==> src/rtl/bf_exec_ctrl.sv <==
// Brainfuck execution controller: owns PC, DP and bracket depth, drives
// program ROM, data RAM and valid/ready byte I/O with step mode and error halt.
module bf_exec_ctrl #(
    parameter int DATA_W         = 8,
    parameter int PADDR_W        = 8,
    parameter int DADDR_W        = 8,
    parameter int DEPTH_W        = 6,
    parameter bit DP_WRAP        = 1'b1,
    parameter bit CLEAR_ON_START = 1'b1
) (
    input  logic               clk,
    input  logic               resetn,
    input  logic               start,
    input  logic               step_en,
    input  logic               step,
    output logic [PADDR_W-1:0] prog_addr,
    input  logic [3:0]         prog_rdata,
    output logic [DADDR_W-1:0] data_addr,
    input  logic [DATA_W-1:0]  data_rdata,
    output logic [DATA_W-1:0]  data_wdata,
    output logic               data_we,
    output logic [DATA_W-1:0]  out_data,
    output logic               out_valid,
    input  logic               out_ready,
    input  logic [DATA_W-1:0]  in_data,
    input  logic               in_valid,
    output logic               in_ready,
    output logic               busy,
    output logic               halted,
    output logic               err,
    output logic [1:0]         err_code
);

    typedef enum logic [3:0] {
        S_IDLE,
        S_CLEAR,
        S_FETCH,
        S_DECODE,
        S_SKF_A,
        S_SKF_C,
        S_SKB_A,
        S_SKB_C,
        S_OUT_W,
        S_IN_W,
        S_STEP_W,
        S_HALT,
        S_ERROR
    } state_e;

    localparam logic [3:0] OP_LT   = 4'h0;
    localparam logic [3:0] OP_GT   = 4'h1;
    localparam logic [3:0] OP_INC  = 4'h2;
    localparam logic [3:0] OP_DEC  = 4'h3;
    localparam logic [3:0] OP_JZ   = 4'h4;
    localparam logic [3:0] OP_JNZ  = 4'h5;
    localparam logic [3:0] OP_OUT  = 4'h6;
    localparam logic [3:0] OP_IN   = 4'h7;
    localparam logic [3:0] OP_STOP = 4'hF;

    localparam logic [1:0] E_OPC   = 2'd0;
    localparam logic [1:0] E_UNM_L = 2'd1;
    localparam logic [1:0] E_UNM_R = 2'd2;
    localparam logic [1:0] E_DEPTH = 2'd3;

    state_e               state_q, state_d;
    logic [PADDR_W-1:0]   pc_q, pc_d;
    logic [DADDR_W-1:0]   dp_q, dp_d;
    logic [DEPTH_W-1:0]   depth_q, depth_d;
    logic [DADDR_W-1:0]   clr_q, clr_d;
    logic [DATA_W-1:0]    out_data_q, out_data_d;
    logic [1:0]           err_code_q, err_code_d;

    logic [PADDR_W-1:0]   pc_inc, pc_dec;
    logic [DADDR_W-1:0]   dp_inc, dp_dec;
    logic                 depth_max;
    logic                 scan_go;
    state_e               fetch_st;

    assign pc_inc    = pc_q + PADDR_W'(1);
    assign pc_dec    = pc_q - PADDR_W'(1);
    assign depth_max = (depth_q == '1);

    // Saturating mode pins DP at either end instead of wrapping.
    assign dp_inc = (dp_q == '1) ? (DP_WRAP ? '0 : '1) : dp_q + DADDR_W'(1);
    assign dp_dec = (dp_q == '0) ? (DP_WRAP ? '1 : '0) : dp_q - DADDR_W'(1);

    assign fetch_st = step_en ? S_STEP_W : S_FETCH;

    always_comb begin
        state_d    = state_q;
        pc_d       = pc_q;
        dp_d       = dp_q;
        depth_d    = depth_q;
        clr_d      = clr_q;
        out_data_d = out_data_q;
        err_code_d = err_code_q;
        data_addr  = dp_q;
        data_wdata = '0;
        data_we    = 1'b0;
        scan_go    = 1'b0;

        unique case (state_q)
            S_IDLE, S_HALT, S_ERROR: begin
                if (start) begin
                    pc_d       = '0;
                    dp_d       = '0;
                    depth_d    = '0;
                    clr_d      = '0;
                    err_code_d = E_OPC;
                    state_d    = CLEAR_ON_START ? S_CLEAR : fetch_st;
                end
            end
            S_CLEAR: begin
                data_we   = 1'b1;
                data_addr = clr_q;
                clr_d     = clr_q + DADDR_W'(1);
                if (clr_q == '1) begin
                    state_d = fetch_st;
                end
            end
            S_FETCH: begin
                state_d = S_DECODE;
            end
            S_DECODE: begin
                unique case (prog_rdata)
                    OP_LT: begin
                        dp_d    = dp_dec;
                        pc_d    = pc_inc;
                        state_d = fetch_st;
                    end
                    OP_GT: begin
                        dp_d    = dp_inc;
                        pc_d    = pc_inc;
                        state_d = fetch_st;
                    end
                    OP_INC: begin
                        data_we    = 1'b1;
                        data_wdata = data_rdata + DATA_W'(1);
                        pc_d       = pc_inc;
                        state_d    = fetch_st;
                    end
                    OP_DEC: begin
                        data_we    = 1'b1;
                        data_wdata = data_rdata - DATA_W'(1);
                        pc_d       = pc_inc;
                        state_d    = fetch_st;
                    end
                    OP_JZ: begin
                        pc_d = pc_inc;
                        if (data_rdata != '0) begin
                            state_d = fetch_st;
                        end else begin
                            depth_d = DEPTH_W'(1);
                            state_d = S_SKF_A;
                        end
                    end
                    OP_JNZ: begin
                        if (data_rdata == '0) begin
                            pc_d    = pc_inc;
                            state_d = fetch_st;
                        end else begin
                            depth_d = DEPTH_W'(1);
                            pc_d    = pc_dec;
                            state_d = S_SKB_A;
                        end
                    end
                    OP_OUT: begin
                        out_data_d = data_rdata;
                        state_d    = S_OUT_W;
                    end
                    OP_IN: begin
                        state_d = S_IN_W;
                    end
                    OP_STOP: begin
                        state_d = S_HALT;
                    end
                    default: begin
                        err_code_d = E_OPC;
                        state_d    = S_ERROR;
                    end
                endcase
            end
            S_SKF_A: begin
                state_d = S_SKF_C;
            end
            S_SKF_C: begin
                scan_go = 1'b1;
                if (prog_rdata == OP_JZ) begin
                    if (depth_max) begin
                        scan_go    = 1'b0;
                        err_code_d = E_DEPTH;
                        state_d    = S_ERROR;
                    end else begin
                        depth_d = depth_q + DEPTH_W'(1);
                    end
                end else if (prog_rdata == OP_JNZ) begin
                    depth_d = depth_q - DEPTH_W'(1);
                    if (depth_q == DEPTH_W'(1)) begin
                        scan_go = 1'b0;
                        pc_d    = pc_inc;
                        state_d = fetch_st;
                    end
                end
                if (scan_go) begin
                    if (pc_q == '1) begin
                        err_code_d = E_UNM_L;
                        state_d    = S_ERROR;
                    end else begin
                        pc_d    = pc_inc;
                        state_d = S_SKF_A;
                    end
                end
            end
            S_SKB_A: begin
                state_d = S_SKB_C;
            end
            S_SKB_C: begin
                scan_go = 1'b1;
                if (prog_rdata == OP_JNZ) begin
                    if (depth_max) begin
                        scan_go    = 1'b0;
                        err_code_d = E_DEPTH;
                        state_d    = S_ERROR;
                    end else begin
                        depth_d = depth_q + DEPTH_W'(1);
                    end
                end else if (prog_rdata == OP_JZ) begin
                    depth_d = depth_q - DEPTH_W'(1);
                    if (depth_q == DEPTH_W'(1)) begin
                        // Resume just past the matching '['.
                        scan_go = 1'b0;
                        pc_d    = pc_inc;
                        state_d = fetch_st;
                    end
                end
                if (scan_go) begin
                    if (pc_q == '0) begin
                        err_code_d = E_UNM_R;
                        state_d    = S_ERROR;
                    end else begin
                        pc_d    = pc_dec;
                        state_d = S_SKB_A;
                    end
                end
            end
            S_OUT_W: begin
                if (out_ready) begin
                    pc_d    = pc_inc;
                    state_d = fetch_st;
                end
            end
            S_IN_W: begin
                if (in_valid) begin
                    data_we    = 1'b1;
                    data_wdata = in_data;
                    pc_d       = pc_inc;
                    state_d    = fetch_st;
                end
            end
            S_STEP_W: begin
                if (step || !step_en) begin
                    state_d = S_FETCH;
                end
            end
            default: begin
                state_d = S_IDLE;
            end
        endcase
    end

    always_ff @(posedge clk or negedge resetn) begin
        if (!resetn) begin
            state_q    <= S_IDLE;
            pc_q       <= '0;
            dp_q       <= '0;
            depth_q    <= '0;
            clr_q      <= '0;
            out_data_q <= '0;
            err_code_q <= '0;
        end else begin
            state_q    <= state_d;
            pc_q       <= pc_d;
            dp_q       <= dp_d;
            depth_q    <= depth_d;
            clr_q      <= clr_d;
            out_data_q <= out_data_d;
            err_code_q <= err_code_d;
        end
    end

    assign prog_addr = pc_q;
    assign out_data  = out_data_q;
    assign err_code  = err_code_q;
    assign out_valid = (state_q == S_OUT_W);
    assign in_ready  = (state_q == S_IN_W);
    assign halted    = (state_q == S_HALT);
    assign err       = (state_q == S_ERROR);
    assign busy      = (state_q != S_IDLE) && (state_q != S_HALT) &&
                       (state_q != S_ERROR);

endmodule

==> config.mk <==
export PLATFORM = sky130hd
export DESIGN_NAME = bf_exec_ctrl
export DESIGN_NICKNAME = d
export VERILOG_FILES = /design/src/rtl/bf_exec_ctrl.sv
export SDC_FILE = /design/constraint.sdc
export NUM_CORES = 1
export LEC_CHECK = 0
export CAP_MARGIN = 20
export CORE_UTILIZATION = 55
export CTS_BUF_LIST = sky130_fd_sc_hd__clkbuf_4
export CTS_CLUSTER_DIAMETER = 40
export DETAILED_ROUTE_END_ITERATION = 10
export DONT_BUFFER_PORTS = 1
export GPL_ROUTABILITY_DRIVEN = 0
export PLACE_DENSITY = 0.72
export SLEW_MARGIN = 20
export SYNTH_ARGS = -nofsm -noshare
export SYNTH_HDL_FRONTEND = slang
export SYNTH_SLANG_ARGS = --single-unit
==> constraint.sdc <==
create_clock -name clk -period 9.62 [get_ports clk]
set_input_delay 2.405 -clock clk [delete_from_list [all_inputs] [get_ports clk]]
set_output_delay 2.405 -clock clk [all_outputs]
set_load 0.05 [all_outputs]
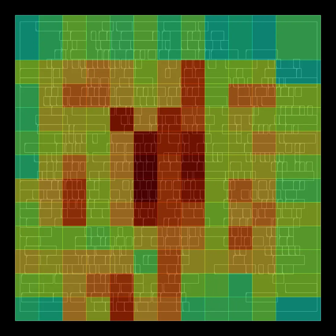
Fig. 1. Routing congestion.
final design utilization: 57.4%
All-Layer GR Usage: 28.1%
global-route met3 utilization: 4.34%
met2 usage in global routing: 47.0%

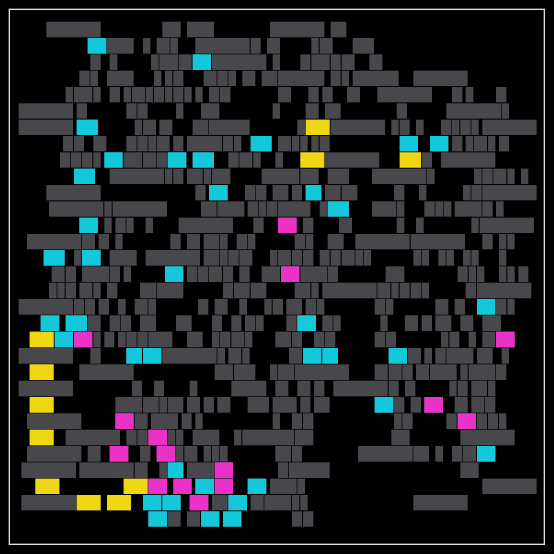
Fig. 2. Gate families picked out.
Drawn at 6 px/um.
color	family	cells	most used
magenta	XOR/XNOR gates	15	xnor2_1
cyan	AND-OR and OR-AND gates	38	a22o_1
yellow	multiplexers	11	mux2_2

[through the flow]
stage                     hold WS [ns]  power (mW)  cells
final                            0.512        1.31    612
after global routing             0.552        1.41    612
after CTS                        0.515        1.30    612
after detailed placement         0.496        1.20    604
after global placement           0.496        1.19    604
after floorplan                  0.461        1.08    536
[worst paths after layout]
| check | startpoint | endpoint | slack, ns | cells past startpoint |
|---|---|---|---|---|
| worst max-delay path | prog_rdata[3] | data_wdata[6] | 2.49 | 10 |
| worst min-delay path | clr_q[7]$_DFFE_PN0P_ | clr_q[7]$_DFFE_PN0P_ | 0.51 | 1 |
| worst max register to register | state_q[0]$_DFFE_PN0P_ | prog_addr[7]$_DFFE_PN0P_ | 6.39 | 7 |
| worst min register to register | clr_q[7]$_DFFE_PN0P_ | clr_q[7]$_DFFE_PN0P_ | 0.51 | 1 |
| max in group asynchronous | resetn | out_data[3]$_DFFE_PN0P_ | 7.82 | 0 |
| min in group asynchronous | resetn | clr_q[0]$_DFFE_PN0P_ | 1.70 | 0 |
[layer usage]
metal | part of all wire (%) | wire, um | GRT usage, %
met2 | 47 | 5140 | 47.0
met4 | 3.4 | 372 | 12.6
met1 | 43 | 4620 | 36.1
met5 | 0 | 0 | 0
met3 | 6.6 | 718 | 4.34
[flip-flops by register name (all words and copies together) (netlist names)]
signal	flops
state_q	4
dp_q	8
depth_q	6
out_data	8
prog_addr	8
err_code	2
clr_q	8
[where the power goes]
group / internal [mW] / switching (mW)
clock network: 0.0307 / 0.0645
logic: 0.273 / 0.459
registers: 0.253 / 0.228
total: 0.556 / 0.752
[final cells by class]
type                       instances  area, um^2
sequential                        44        1100
clock inverter                     2        11.3
tap                               99         124
fill                             712        3110
timing repair buffer               2        15.0
inverter                          26        97.6
clock buffer                       6        45.0
multi-input combinational        433        2790
[layout by cell type (no fill, tap or decap), types with 5 or more instances in the layout]
| cell type | instances |
|---|---|
| sky130_fd_sc_hd__o21ai_1 | 5 |
| sky130_fd_sc_hd__nand3_1 | 31 |
| sky130_fd_sc_hd__a21oi_1 | 38 |
| sky130_fd_sc_hd__o21ai_0 | 44 |
| sky130_fd_sc_hd__nand4_1 | 6 |
| sky130_fd_sc_hd__o31ai_1 | 5 |
| sky130_fd_sc_hd__o22ai_1 | 9 |
| sky130_fd_sc_hd__nor2b_1 | 9 |
| sky130_fd_sc_hd__nand2_1 | 61 |
| sky130_fd_sc_hd__and3_1 | 8 |
| sky130_fd_sc_hd__nor2_1 | 42 |
| sky130_fd_sc_hd__xnor2_1 | 12 |
| sky130_fd_sc_hd__nor3_1 | 18 |
| sky130_fd_sc_hd__a22o_1 | 14 |
| sky130_fd_sc_hd__dfrtp_1 | 44 |
| sky130_fd_sc_hd__ha_1 | 14 |
| sky130_fd_sc_hd__mux2_2 | 10 |
| sky130_fd_sc_hd__or3_1 | 6 |
| sky130_fd_sc_hd__a211oi_1 | 5 |
| sky130_fd_sc_hd__a31oi_1 | 8 |
| sky130_fd_sc_hd__clkbuf_4 | 6 |
| sky130_fd_sc_hd__inv_1 | 26 |
| sky130_fd_sc_hd__o22a_1 | 5 |
==> flow_metrics.py <==
# Physical implementation metrics
metrics = {
    "logic_synthesis": {
        "synth_adder_area_share_pct": 4.22,
        "sequential_cell_area_fraction_in_the_yosys_report_pct": 26.5,
        "post_synthesis_cell_type_with_the_largest_instance_count": "sky130_fd_sc_hd__nand2_1",
        "synth.top_cell.area_share_pct": 26.5,
        "enable_flop_cells": 0,
        "ys_warn_count": 0,
        "post_synth_instance_area_mm2": 0.00416,
        "synth_stat.cells": 536,
        "syn-mean-instance-area_um2": 7.75,
        "common_cells": "sky130_fd_sc_hd__nand2_1 (61), sky130_fd_sc_hd__o21ai_0 (47), sky130_fd_sc_hd__dfrtp_1 (44)",
        "ys_sh_aoi_pct": 28.8,
        "yosys.area_share.xor_xnor_pct": 3.16,
        "fp_nets": 577,
        "post_synth_and_or_nand_nor_area_fraction_pct": 27.9,
        "muxShareOfSynthArea_pct": 2.95,
        "ys_top_logic_family": "AND-OR/OR-AND gates",
        "numSynthFlops": 44,
        "ys_chip_area_mm2": 0.00416,
        "synth_cell_type_count": 77,
        "asyncSetResetFlopFracSynth_pct": 100,
        "synth_top_cell_by_area": "sky130_fd_sc_hd__dfrtp_1",
        "top_cells_by_area": "sky130_fd_sc_hd__dfrtp_1 (26%), sky130_fd_sc_hd__o21ai_0 (5.7%), sky130_fd_sc_hd__nand2_1 (5.5%), sky130_fd_sc_hd__a21oi_1 (4.6%), sky130_fd_sc_hd__ha_1 (4.2%)",
        "netlist_instances": 536,
        "ys.flop_type": "sky130_fd_sc_hd__dfrtp_1",
    },
    "clock_tree": {
        "h_tree_depth": 2,
        "post_cts.resized_instances": 0,
        "clockBufferDepth": 2,
        "clock-sinks": 44,
        "cts_post_setup_buffers_inserted": 0,
        "tritoncts_clock_tree": "done",
        "worst_skew_pair.late_latency_ns": 0.37,
        "clk_slew_on_worst_s_h_paths_ns": 0.14,
        "cts-buffers-inserted": 5,
        "hold_buffers": 0,
        "clock_tree.root_cell": "sky130_fd_sc_hd__clkbuf_4",
    },
    "setup_path": {
        "worst_path_max_delay_cell": "sky130_fd_sc_hd__a22o_1",
        "timing.critical_path.to_type": "primary output",
        "timing.setup.critical_path_class": "primary input to primary output",
        "cpMostUsedCell": "sky130_fd_sc_hd__xnor2_1",
        "worst_path_cell_chain": "nor2_1 > nand3_2 > xnor2_1 > ha_1 > o31ai_1 > a21o_1 > nand2b_1 > a31oi_1 > xnor2_1 > a22o_1",
        "critPathBufInv": 0,
        "cp_top_family": "AND-OR/OR-AND gates",
        "timing.critical_path.arrival_ns": 4.72,
        "worst_path_largest_cell_delay_ns": 0.46,
        "worst_ep_required_time_ns": 7.22,
        "worstSetupStartpointType": "primary input",
        "crit_fanout": 15,
    },
    "timing": {
        "totalNegativeSetupSlack_ns": 0,
        "timing.final.max_slew_violations": 0,
        "tightestPinTransition_ns": 0.971,
        "final.setup.worst_slack_ns": 2.49,
        "achievable-frequency_mhz": 140,
        "hold_viol_final": 0,
        "timing.clock.skew_ns": 0.0139,
        "worst_max_slew_margin_expressed_relative_to_the_limit_pct": 34.8,
        "post-route-period-util_pct": 74.1,
        "period_needed_ns": 7.13,
        "rsz0062_at_grt": "false",
        "final_setup_viols": 0,
    },
    "placement": {
        "place_area_mm2": 0.00412,
        "buffer_ports.inserted": 0,
        "detailedPlace.worstSlack_ns": 2.52,
        "post-dp-hpwl_um": 8020,
    },
    "final_layout": {
        "share_of_layout_cells_above_drive_strength_1_pct": 8.38,
        "design_area_mm2": 0.00419,
        "antenna_cells": 0,
        "final_nets": 553,
        "syn_to_final_growth_pct": 0.723,
    },
    "die": {
        "floorplan.core_util_pct": 57.0,
        "die_w_um": 88.9,
        "boundaryPins": 67,
        "core_area_mm2": 0.00729,
        "die-area_mm2": 0.00791,
        "floorplan.rows": 31,
        "fp.dieH_um": 88.9,
    },
    "routing": {
        "detail-route-antenna-nets": 0,
        "detail_route.wl_per_cell_um": 17.7,
        "drt_first_iter_violations": 349,
        "drc": 0,
        "drt-pass1-iter-count": 6,
        "vias_per_cell": 6.58,
        "via_count": 4024,
        "finalWirelength_um": 10800,
    },
    "hold_path": {
        "timing.hold.worst.class": "flip-flop to flip-flop",
    },
    "run": {
        "maxCapViolCount": 0,
        "total_tool_warning_count": 32,
    },
    "outcome": {
        "status": "complete, no violations",
    },
    "power": {
        "peakVddDrop_v": 0.000163,
        "total_leakage_power_nw": 1.70,
        "power_density_mw_per_mm2": 313,
    },
    "global_routing": {
        "via_count_of_the_first_global_routing_pass": 3659,
        "grt_start_max_net_pins": 45,
        "wire_length_of_the_first_global_routing_pass_um": 17300,
        "grt_overflow": 0,
        "grt_antenna_before_repair": 0,
    },
}
Power is estimated from default activity; no workload was simulated.
